Run 1, met3 routing:
Bar = 20 um. Cells faint in the background.
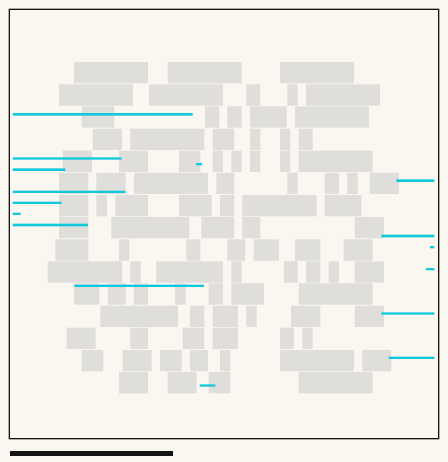
Run 1, ports around the boundary:
Bar = 20 um. Pins as bars across the die edge, other pins in grey.
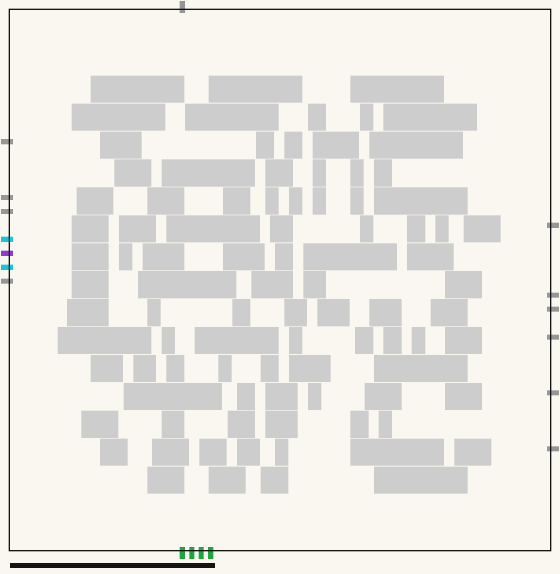
Run 1, signal wires on met2:
Bar = 20 um. Cells faint in the background.
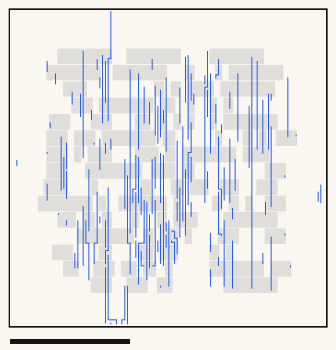
File: src/rtl/tristate_bus_arbiter_if.sv
// Bundle of the request, enable, bus and receive signals shared between
// the tri-state bus arbiter and the drivers/receiver around it.
interface tristate_bus_arbiter_if #(
   parameter int WIDTH = 1
);
   logic [3:0]       req;
   logic [3:0]       oe;
   logic [1:0]       sel;
   logic [WIDTH-1:0] bus;
   logic [WIDTH-1:0] rx_data;
   logic             rx_valid;
   logic [1:0]       rx_src;
   logic             busy;

   // Arbiter side: sees requests and the resolved bus, owns everything else.
   modport master (
      input  req,
      input  bus,
      output oe,
      output sel,
      output rx_data,
      output rx_valid,
      output rx_src,
      output busy
   );

   // Driver/receiver side.
   modport slave (
      output req,
      output bus,
      input  oe,
      input  sel,
      input  rx_data,
      input  rx_valid,
      input  rx_src,
      input  busy
   );
endinterface

File: src/rtl/tristate_bus_arbiter.sv
// Round-robin arbiter for a four-driver tri-state bus. Issues a one-hot
// output enable, limits each grant to MAX_HOLD cycles and captures the
// resolved bus word every owned cycle.
// Optional feature macro: TSBUS_TURNAROUND_EN -- when defined, every grant
// is followed by TURNAROUND idle cycles (TURN state); when undefined grants
// switch back-to-back at a single edge.
module tristate_bus_arbiter #(
   parameter int WIDTH      = 1,
   parameter int MAX_HOLD   = 4,
   parameter int TURNAROUND = 1
) (
   input logic                     clk,
   input logic                     rst,
   tristate_bus_arbiter_if.master  bif
);

   localparam int HOLD_W = $clog2(MAX_HOLD + 1);
   localparam logic [HOLD_W-1:0] HOLD_LIMIT = HOLD_W'(MAX_HOLD);
   localparam logic [HOLD_W-1:0] HOLD_ONE   = HOLD_W'(1);

   // Reject parameter values outside their legal range at elaboration.
   if (MAX_HOLD < 1) begin : g_bad_hold
      $error("MAX_HOLD must be at least 1");
   end
   if (TURNAROUND < 1) begin : g_bad_turn
      $error("TURNAROUND must be at least 1");
   end

`ifdef TSBUS_TURNAROUND_EN
   localparam int TURN_W = $clog2(TURNAROUND + 1);
   localparam logic [TURN_W-1:0] TURN_LIMIT = TURN_W'(TURNAROUND);
   localparam logic [TURN_W-1:0] TURN_ONE   = TURN_W'(1);

   typedef enum logic [1:0] {
      IDLE  = 2'd0,
      GRANT = 2'd1,
      TURN  = 2'd2
   } state_t;
`else
   typedef enum logic [1:0] {
      IDLE  = 2'd0,
      GRANT = 2'd1
   } state_t;
`endif

   // Round-robin scan starting just after the previous owner; the previous
   // owner itself is checked last. Returns {found, index}.
   function automatic logic [2:0] rr_pick(input logic [3:0] r, input logic [1:0] l);
      logic [2:0] res;
      logic [1:0] idx;
      logic [1:0] step;
      res = 3'b000;
      // Lowest priority first so the highest-priority hit is written last.
      for (int k = 4; k >= 1; k--) begin
         step = 2'(k);
         idx  = l + step;
         if (r[idx]) begin
            res = {1'b1, idx};
         end else begin
            res = res;
         end
      end
      return res;
   endfunction

   function automatic logic [3:0] onehot(input logic [1:0] idx);
      return 4'b0001 << idx;
   endfunction

   state_t            state_r;
   logic [1:0]        last_r;
   logic [1:0]        sel_r;
   logic [HOLD_W-1:0] hold_r;
   logic [3:0]        oe_r;
   logic [WIDTH-1:0]  rx_data_r;
   logic              rx_valid_r;
   logic [1:0]        rx_src_r;
   logic              busy_r;
`ifdef TSBUS_TURNAROUND_EN
   logic [TURN_W-1:0] turn_r;
`endif

   logic [2:0] pick_s;
   logic       found_s;
   logic [1:0] winner_s;

   assign pick_s   = rr_pick(bif.req, last_r);
   assign found_s  = pick_s[2];
   assign winner_s = pick_s[1:0];

   // Arbitration FSM; oe and all status outputs are registered with it.
   always_ff @(posedge clk or posedge rst) begin
      if (rst) begin
         state_r    <= IDLE;
         last_r     <= 2'd3;
         sel_r      <= 2'd0;
         hold_r     <= '0;
         oe_r       <= 4'b0000;
         rx_data_r  <= '0;
         rx_valid_r <= 1'b0;
         rx_src_r   <= 2'd0;
         busy_r     <= 1'b0;
`ifdef TSBUS_TURNAROUND_EN
         turn_r     <= '0;
`endif
      end else begin
         rx_valid_r <= 1'b0;
         case (state_r)
            IDLE: begin
               if (found_s) begin
                  state_r <= GRANT;
                  sel_r   <= winner_s;
                  last_r  <= winner_s;
                  hold_r  <= HOLD_ONE;
                  oe_r    <= onehot(winner_s);
                  busy_r  <= 1'b1;
               end else begin
                  oe_r    <= 4'b0000;
                  busy_r  <= 1'b0;
               end
            end

            GRANT: begin
               rx_data_r  <= bif.bus;
               rx_src_r   <= sel_r;
               rx_valid_r <= 1'b1;
               if (!bif.req[sel_r] || (hold_r == HOLD_LIMIT)) begin
`ifdef TSBUS_TURNAROUND_EN
                  state_r <= TURN;
                  turn_r  <= TURN_ONE;
                  oe_r    <= 4'b0000;
                  busy_r  <= 1'b1;
`else
                  // last_r equals sel_r here, so the owner wins again only
                  // when it is the sole requester.
                  if (found_s) begin
                     state_r <= GRANT;
                     sel_r   <= winner_s;
                     last_r  <= winner_s;
                     hold_r  <= HOLD_ONE;
                     oe_r    <= onehot(winner_s);
                     busy_r  <= 1'b1;
                  end else begin
                     state_r <= IDLE;
                     oe_r    <= 4'b0000;
                     busy_r  <= 1'b0;
                  end
`endif
               end else begin
                  hold_r <= hold_r + HOLD_ONE;
               end
            end

`ifdef TSBUS_TURNAROUND_EN
            TURN: begin
               if (turn_r == TURN_LIMIT) begin
                  if (found_s) begin
                     state_r <= GRANT;
                     sel_r   <= winner_s;
                     last_r  <= winner_s;
                     hold_r  <= HOLD_ONE;
                     oe_r    <= onehot(winner_s);
                     busy_r  <= 1'b1;
                  end else begin
                     state_r <= IDLE;
                     oe_r    <= 4'b0000;
                     busy_r  <= 1'b0;
                  end
               end else begin
                  turn_r <= turn_r + TURN_ONE;
               end
            end
`endif

            default: begin
               state_r <= IDLE;
               oe_r    <= 4'b0000;
               busy_r  <= 1'b0;
            end
         endcase
      end
   end

   assign bif.oe       = oe_r;
   assign bif.sel      = sel_r;
   assign bif.rx_data  = rx_data_r;
   assign bif.rx_valid = rx_valid_r;
   assign bif.rx_src   = rx_src_r;
   assign bif.busy     = busy_r;

endmodule

File: src/flat_wrapper.sv
// flat-port wrapper written by rule: the top's interface ports become plain ports
module tristate_bus_arbiter_flat 
#(
   parameter int WIDTH      = 1,
   parameter int MAX_HOLD   = 4,
   parameter int TURNAROUND = 1
)
  (clk, rst, bif_req, bif_bus, bif_oe, bif_sel, bif_rx_data, bif_rx_valid, bif_rx_src, bif_busy);
  tristate_bus_arbiter_if #(.WIDTH(WIDTH)) bif_i ();
  input logic clk;
  input logic rst;
  input wire logic [$bits(bif_i.req)-1:0] bif_req;
  input wire logic [$bits(bif_i.bus)-1:0] bif_bus;
  output wire logic [$bits(bif_i.oe)-1:0] bif_oe;
  output wire logic [$bits(bif_i.sel)-1:0] bif_sel;
  output wire logic [$bits(bif_i.rx_data)-1:0] bif_rx_data;
  output wire logic [$bits(bif_i.rx_valid)-1:0] bif_rx_valid;
  output wire logic [$bits(bif_i.rx_src)-1:0] bif_rx_src;
  output wire logic [$bits(bif_i.busy)-1:0] bif_busy;
  assign bif_i.req = bif_req;
  assign bif_i.bus = bif_bus;
  assign bif_oe = bif_i.oe;
  assign bif_sel = bif_i.sel;
  assign bif_rx_data = bif_i.rx_data;
  assign bif_rx_valid = bif_i.rx_valid;
  assign bif_rx_src = bif_i.rx_src;
  assign bif_busy = bif_i.busy;
  tristate_bus_arbiter #(.WIDTH(WIDTH), .MAX_HOLD(MAX_HOLD), .TURNAROUND(TURNAROUND)) u_core (.clk(clk), .rst(rst), .bif(bif_i));
endmodule
File: config.mk
export PLATFORM = sky130hd
export DESIGN_NAME = tristate_bus_arbiter_flat
export DESIGN_NICKNAME = d
export VERILOG_FILES = /design/src/rtl/tristate_bus_arbiter_if.sv /design/src/rtl/tristate_bus_arbiter.sv /design/src/flat_wrapper.sv
export SDC_FILE = /design/constraint.sdc
export NUM_CORES = 1
export LEC_CHECK = 0
export CELL_PAD_IN_SITES_DETAIL_PLACEMENT = 1
export CELL_PAD_IN_SITES_GLOBAL_PLACEMENT = 1
export CORE_MARGIN = 4
export CORE_UTILIZATION = 40
export CTS_BUF_LIST = sky130_fd_sc_hd__clkbuf_4 sky130_fd_sc_hd__clkbuf_8 sky130_fd_sc_hd__clkbuf_16
export DETAILED_ROUTE_END_ITERATION = 16
export PLACE_DENSITY_LB_ADDON = 0.1
export RECOVER_POWER = 25
export SETUP_SLACK_MARGIN = 0.05
export SYNTH_ARGS = -nofsm -noshare
export SYNTH_HDL_FRONTEND = slang
export SYNTH_SLANG_ARGS = --single-unit
File: constraint.sdc
create_clock -name clk -period 3.7 [get_ports clk]
set_input_delay 0.74 -clock clk [delete_from_list [all_inputs] [get_ports clk]]
set_output_delay 0.74 -clock clk [all_outputs]
set_load 0.03 [all_outputs]
==> metrics.yaml, run 1 <==
critPathArrivalTime_ps: 2540
tool_warnings: 27
cts_buffers: 3
yosysUniqueCellTypes: 26
synthCells: 72
powerDensity_mw_per_mm2: 816
hp-class: "reg -> reg"
fillerInstances: 213
leakagePower_nw: 0.441
clk_pin_slew_ps: 110
yosys_warnings: 0
top_area_frac: 0.472
endpoint_kind: "register"
grt_max_degree: 18
yosys-top-cells-area: "dfrtp_1 (47%), mux2_2 (7.1%), dfstp_2 (6.6%), inv_1 (4.2%), a21oi_1 (3.1%)"
grtUsageTotal: 0.153
synth_flops: 17
cts_resized: 0
viasPerCell: 5.08
final_util: 0.563
wire_per_inst_um: 15.0
maxCapViolations: 0
largest_area_cell: "dfrtp_1"
synth-main-ff-cell: "dfrtp_1"
worst_pin_slew_ps: 625
hold_buffers: 0
drt_iter0_drc: 5
p_comb_frac: 0.490
chipArea_mm2: 0.00277
clk_latency_ps: 300
p_sw_frac: 0.408
clock_sinks: 17
syn_to_final_growth_pct: 27.4
min_period_over_period: 0.634
status: "finished clean"
drive_above_1_share: 0.185
ios: 18
fin_nets: 102
synth_stat.cells: 72
finalHoldViolCount: 0
antenna_cells: 0
drv_slew: 0
ant_nets: 0
crit_fanout: 12
Back to the opening pictures, 'met3 routing':
- nets with wire on the layer: 15
- longest straight run: 21.8 um
- share of all routed wire: 6.3%
Vias: 594
drt total wl: 1750 um

Back to the opening pictures, 'ports around the boundary':
- `bif_rx_src`: cyan (pins 2; direction output; edge left)
- `bif_req`: green (pins 4; direction input; edge bottom)
- `rst`: purple (pins 1; direction input; edge left)
- all pins by edge: 7 left, 6 right, 4 bottom, 1 top
chip height: 52.6 um
Die W: 52.6 um
Buffers on Ports: 17

Back to the opening pictures, 'signal wires on met2':
- nets with wire on the layer: 88
- wire length on this layer: 839 um
- share of all routed wire: 48%
GR Util met2: 0.254

[run 1: sequential cells by signal, indices dropped and copies added (netlist names)]
register,flops
u_core.bif.rx_src,2
u_core.hold_r,3
u_core.last_r,2
u_core.bif.oe,4
u_core.state_r,1
u_core.bif.sel,2
u_core.bif.rx_data,1
u_core.bif.rx_valid,1
u_core.bif.busy,1
[run 1: cells in the final DEF, fill, tap and decap left out, types with 3 or more instances in the layout]
master	synthesis	routed
nor2_1	3	3
mux2_2	5	5
clkdlybuf4s50_1	0	15
clkbuf_4	0	3
dfrtp_1	15	15
a21oi_1	5	5
nand2_1	6	6
o21ai_0	5	5
inv_1	9	9
[run 1: layout make-up]
cell class	instances	area (um2)	area share
Clock buffer	3	22.5	0.0222
Clock inverter	1	5.00	0.00494
Tap cell	25	31.3	0.0309
Inverter	9	33.8	0.0333
Sequential cell	17	428	0.422
Multi-Input combinational cell	45	323	0.319
Timing Repair Buffer	17	170	0.168
[run 1: cells by family after synthesis]
family	Yosys count	synth area share
mux	6	0.0990
buf+inv	10	0.0566
fa+ha+maj	2	0.0314
flops	17	0.538
compound gates	18	0.145
simple gates	19	0.131
[run 1: critical path, stage by stage]
cell             delay (ps)
clkdlybuf4s50_1         510
mux4_2                  520
and3_4                  230
nor2_2                  190
mux2_2                  360
[run 1: final timing paths]
check	slack (ps)	startpoint	to	depth (start not counted)
max in group asynchronous	2350	rst	u_core.bif.oe[1]	2
worst max register to register	1850	u_core.bif.sel[1]	u_core.bif.sel[0]	4
min in group asynchronous	940	rst	u_core.hold_r[2]	2
worst min-delay path	480	u_core.bif.oe[0]	u_core.bif.oe[0]	2
worst min register to register	480	u_core.bif.oe[0]	u_core.bif.oe[0]	2
worst max-delay path	1360	bif_req[3]	u_core.bif.sel[0]	5
[run 1: power by group through the flow]
stage / clock [W] / sequential, W / combinational [W]
after global routing: 0.000116 / 0.000333 / 0.000443
final: 0.000102 / 0.000319 / 0.000405
after CTS: 0.000105 / 0.000322 / 0.000411
after detailed placement: 0 / 0.000325 / 0.000408
after global placement: 0 / 0.000323 / 0.000403
after floorplan: 0 / 0.000394 / 0.000204
[run 1: stage by stage]
| stage | setup slack [ps] | instances | instance area, um2 |
|---|---|---|---|
| 2_1_floorplan | 1700 | 72 | 796 |
| 4_1_cts | 1350 | 117 | 1010 |
| 3_5_place_dp | 1050 | 113 | 986 |
| 6_report | 1360 | 117 | 1010 |
| 3_3_place_gp | 1100 | 113 | 986 |
| 5_1_grt | 1280 | 117 | 1010 |
[run 1: routing by layer]
layer / GRT usage / vias to the layer above / part of all wire
met5: 0 / - / 0
li1: - / 290 / -
met4: 0.0766 / 0 / 0.015
met2: 0.254 / 17 / 0.48
met1: 0.182 / 285 / 0.44
met3: 0.0370 / 2 / 0.063
## Run 2: what changed since run 1
CORE_UTILIZATION = 33   (was 40)
clock period = 2.1 ns   (was 3.7 ns; I/O delays follow)
Run 2, signal wires on met2:
Bar = 20 um. Cells faint in the background.
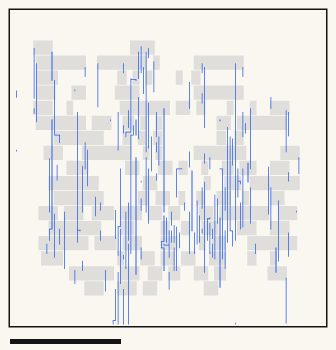
- longest straight run: 32.0 um
- nets with wire on the layer: 101
- main direction: vertical
- share of all routed wire: 46%
- wire length on this layer: 835 um
drt total wl: 1830 um
Vias: 640
GR Util met2: 0.206

Run 2, met3 routing:
Bar = 20 um. Cells faint in the background.
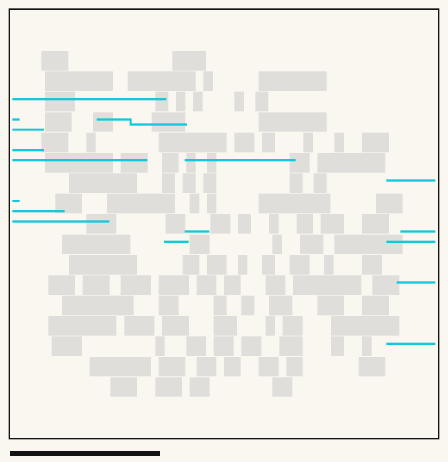
- wire length on this layer: 127 um
- nets with wire on the layer: 14
met3 GRT Util: 0.0566

==> metrics.yaml, run 2 <==
status: "finished clean"  # unchanged
ant_nets: 0  # unchanged
routed.top_layer: "met4"  # unchanged
tool_warnings: 27  # unchanged
worst_path_max_delay_cell: "clkdlybuf4s50_1"  # was mux4_2
top_area_frac: 0.472  # unchanged
yosys_warnings: 0  # unchanged
largest_reg_flops: 4  # unchanged
synth_flops: 17  # unchanged
cts_resized: 0  # unchanged
syn_to_final_growth_pct: 41.0  # was 27.4%
synth_stat.cells: 72  # unchanged
die_h_um: 57.1  # was 52.6 um
min_period_over_period: 0.910
clock_sinks: 17  # unchanged
maxCapViolations: 0  # unchanged
antenna_cells: 0  # unchanged
final_layout_top_logic_cells: "clkdlybuf4s50_1 (16), dfrtp_1 (15), buf_4 (14), inv_1 (9), nand2_1 (6)"  # was clkdlybuf4s50_1 (15), dfrtp_1 (15), inv_1 (9), nand2_1 (6)
leakagePower_nw: 0.509  # was 0.441 nW
wire_per_inst_um: 13.6  # was 15.0 um
wl_met1_um: 829  # was 778 um
yosys-top-cells-area: "dfrtp_1 (47%), mux2_2 (7.1%), dfstp_2 (6.6%), inv_1 (4.2%), a21oi_1 (3.1%)"  # unchanged
crit_family: "buffers and inverters"  # was multiplexers
grt_max_degree: 18  # unchanged
fin_area_mm2: 0.00112  # was 0.00101 mm2
drt_iter0_drc: 11  # was 5
ios: 18  # unchanged
hp-class: "reg -> reg"  # unchanged
critical-path-max-stage-delay_ps: 660  # was 520 ps
layout_top_cell: "clkdlybuf4s50_1"
powerDensity_mw_per_mm2: 1380  # was 816 mW/mm2
rr_worst_depth: 4  # unchanged
dr_wl_met3_um: 127  # was 110 um
crit_fanout: 3  # was 12
largest_area_cell: "dfrtp_1"  # unchanged
met2WireLength_um: 835  # was 838 um
viasPerCell: 4.78  # was 5.08
fin_nets: 116  # was 102
critPathArrivalTime_ps: 1490  # was 2540 ps
chipArea_mm2: 0.00326  # was 0.00277 mm2
path_cells: "buf_4 > clkdlybuf4s50_1"  # was clkdlybuf4s50_1 > mux4_2 > and3_4 > nor2_2 > mux2_2
die_w_um: 57.1  # was 52.6 um
drive_above_1_share: 0.292  # was 0.185
synth-main-ff-cell: "dfrtp_1"  # unchanged
hold_buffers: 0  # unchanged
clk_latency_ps: 290  # was 300 ps
cts_buffers: 3  # unchanged
clk_pin_slew_ps: 100  # was 110 ps
drv_slew: 0  # unchanged
## run 2: netlist changes by cell type in the layout (fill, tap and decap cells not counted), sizes merged
cell	before	now
buf	0	14
dlygate4sd3	2	1
clkdlybuf4s50	15	16
## run 2: worst paths after layout
kind / to / startpoint / slack, ps
setup / recovery: bif_sel[1] / u_core.bif.sel[1] / 190
setup reg to reg: u_core.bif.sel[0] / u_core.bif.sel[1] / 370
min in group asynchronous: u_core.bif.rx_valid / rst / 640
hold reg to reg: u_core.bif.oe[0] / u_core.bif.oe[0] / 490
hold / removal: u_core.bif.oe[0] / u_core.bif.oe[0] / 490
max in group asynchronous: u_core.bif.oe[2] / rst / 1050
## run 2: layout make-up
cell class	instances	area [um2]
Fill cell	264	1130
Tap cell	28	35.0
Clock buffer	3	22.5
Timing Repair Buffer	31	275
Inverter	9	33.8
Sequential cell	17	428
Multi-Input combinational cell	45	323
Clock inverter	1	5.00
## run 2: routing by layer
layer  GRT usage  vias to the layer above
li1            -                      321
met1       0.160                      298
met2       0.206                       16
met3      0.0566                        5
met4      0.0596                        0
met5           0                        -
## run 2: logic make-up after synthesis
logic type	Yosys count	share of synthesized area
muxes	6	0.0990
and+or+nand+nor	19	0.131
buffers and inverters	10	0.0566
AOI/OAI and AO/OA	18	0.145
adders and majority gates	2	0.0314
DFF	17	0.538
## run 2: power by group
group | internal (W) | switching, W
clock | 0.0000710 | 0.000102
combinational | 0.000409 | 0.000414
sequential | 0.000466 | 0.0000918
## run 2: per-stage QoR
stage	utilization	power, W	worst slack [ps]	cells
after floorplan	-	0.00105	212	72
after global placement	0.486	0.00138	-18.5	130
after detailed placement	0.486	0.00140	-59.5	130
after CTS	0.498	0.00158	158	134
after global routing	0.498	0.00168	98.4	134
final	0.498	0.00155	189	134
## run 2: tightest hold or removal path: cells and delay by family (launching register included)
kind             cells  cell delay (ps)
AND/OR/NAND/NOR      1               50
AND-OR/OR-AND        1               50
flip-flops           1              350
## Run 3: what changed since run 2
CORE_MARGIN = not set   (was 4)
SLEW_MARGIN = 25   (was not set)
Run 3, signal wires on met2:
Bar = 20 um. Cells faint in the background.
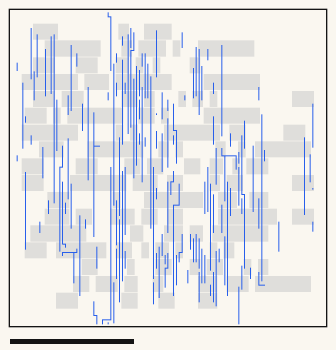
- longest straight run: 27.2 um
- nets with wire on the layer: 102
- main direction: vertical
Vias: 654
GR Util met2: 0.285

Run 3, congestion heat map:
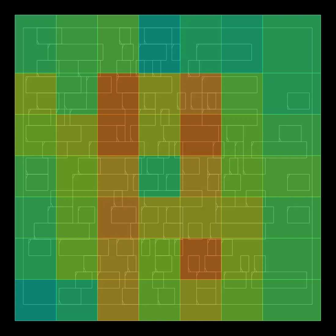
gr busiest metal: met2
met3 GRT Util: 0.0595
Global Route Usage Sum: 0.173
met1 usage: 0.209
DR WL/cell: 14.5 um

==> metrics.yaml, run 3 <==
status: "finished clean"  # unchanged
die_w_um: 51.1  # was 57.1 um
endpoint_kind: "register"  # was primary output
top_area_frac: 0.472  # unchanged
worst_pin_slew_ps: 641  # was 639 ps
antenna_cells: 0  # unchanged
final_util: 0.494  # was 0.498
hold_buffers: 0  # unchanged
fillerInstances: 267  # was 264
min_period_over_period: 0.911  # was 0.910
ios: 18  # unchanged
tool_warnings: 27  # unchanged
cts_resized: 0  # unchanged
largest_area_cell: "dfrtp_1"  # unchanged
chipArea_mm2: 0.00261  # was 0.00326 mm2
critical-path-max-stage-delay_ps: 490  # was 660 ps
grt_max_degree: 18  # unchanged
largest_reg_flops: 4  # unchanged
clock_sinks: 17  # unchanged
yosysUniqueCellTypes: 26  # unchanged
crit_fanout: 3  # unchanged
fin_nets: 113  # was 116
ant_nets: 0  # unchanged
seq_area_um2: 428  # unchanged
place_area_mm2: 0.00107  # was 0.00109 mm2
leakagePower_nw: 0.495  # was 0.509 nW
wl_um: 1900  # was 1830 um
powerDensity_mw_per_mm2: 1420  # was 1380 mW/mm2
synth-main-ff-cell: "dfrtp_1"  # unchanged
cts_buffers: 3  # unchanged
layout_top_cell: "clkdlybuf4s50_1"  # unchanged
clk_pin_slew_ps: 100  # about the same
fin_area_mm2: 0.00110  # was 0.00112 mm2
logic_area_um2: 323  # unchanged
die_h_um: 51.1  # was 57.1 um
[run 3: cell counts after synthesis]
Identical to the previous run, type by type.
[run 3: worst reg2reg max path, delay by kind of cell, from the launching register on]
| kind | cells | cell delay [ps] |
|---|---|---|
| DFF | 1 | 440 |
| muxes | 2 | 900 |
| and+or+nand+nor | 2 | 380 |
[run 3: path summary, 6_finish.rpt]
check	end	startpoint	cells past startpoint	slack (ps)
setup / recovery	u_core.bif.sel[0]	bif_req[0]	5	190
min in group asynchronous	u_core.bif.sel[0]	rst	2	640
hold / removal	u_core.bif.oe[2]	u_core.bif.oe[2]	2	500
hold reg to reg	u_core.bif.oe[2]	u_core.bif.oe[2]	2	500
setup reg to reg	u_core.bif.sel[0]	u_core.bif.sel[1]	4	280
max in group asynchronous	u_core.hold_r[1]	rst	2	1050
[run 3: cell type report]
class | instances | area share
Sequential cell | 17 | 0.388
Tap cell | 28 | 0.0318
Clock buffer | 4 | 0.0272
Timing Repair Buffer | 28 | 0.229
Inverter | 9 | 0.0306
Multi-Input combinational cell | 45 | 0.293
[run 3: logic make-up after synthesis]
logic type	Yosys count	synth area share
multiplexers	6	0.0990
buffers and inverters	10	0.0566
flip-flops	17	0.538
AND/OR/NAND/NOR	19	0.131
AND-OR/OR-AND	18	0.145
adder cells (fa/ha/maj)	2	0.0314
[run 3: routing by layer]
metal  vias to the layer above  part of all wire  global-route usage
met5                         -                 0                   0
met4                         0            0.0047              0.0556
met3                         2             0.039              0.0595
met2                        15              0.51               0.285
met1                       323              0.44               0.209
li1                        314                 -                   -
[run 3: power by group]
part	internal, W	switching (W)	total (W)
Combinational	0.000396	0.000410	0.000806
Clock	0.0000867	0.000103	0.000190
Sequential	0.000466	0.0000981	0.000564
[run 3: through the flow]
stage	instances	setup WS (ps)	hold WS (ps)	power, W
finish	131	187	498	0.00156
global route	131	182	530	0.00167
CTS	131	186	505	0.00158
detailed placement	127	-128	477	0.00139
global placement	127	-37.4	465	0.00136
floorplan	72	212	345	0.00105

==> notes/layouts.md <==
Pictures saved along the way, in no particular order.

M1 wires.
Bar = 20 um. Cells faint in the background.
(a)
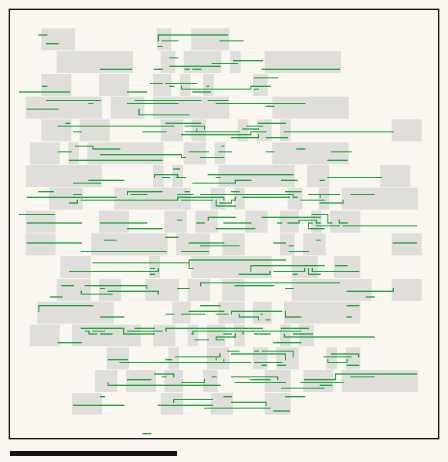
(b)
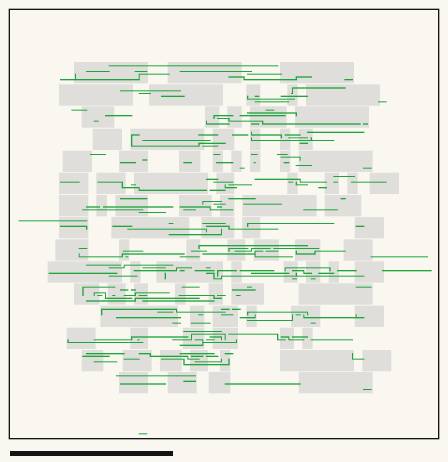
(a): run 3
(b): run 1

Key to (a):
- main direction: horizontal
- longest straight run: 16.6 um
- nets with wire on the layer: 98
- share of all routed wire: 44%

Power is estimated from default activity; no workload was simulated.
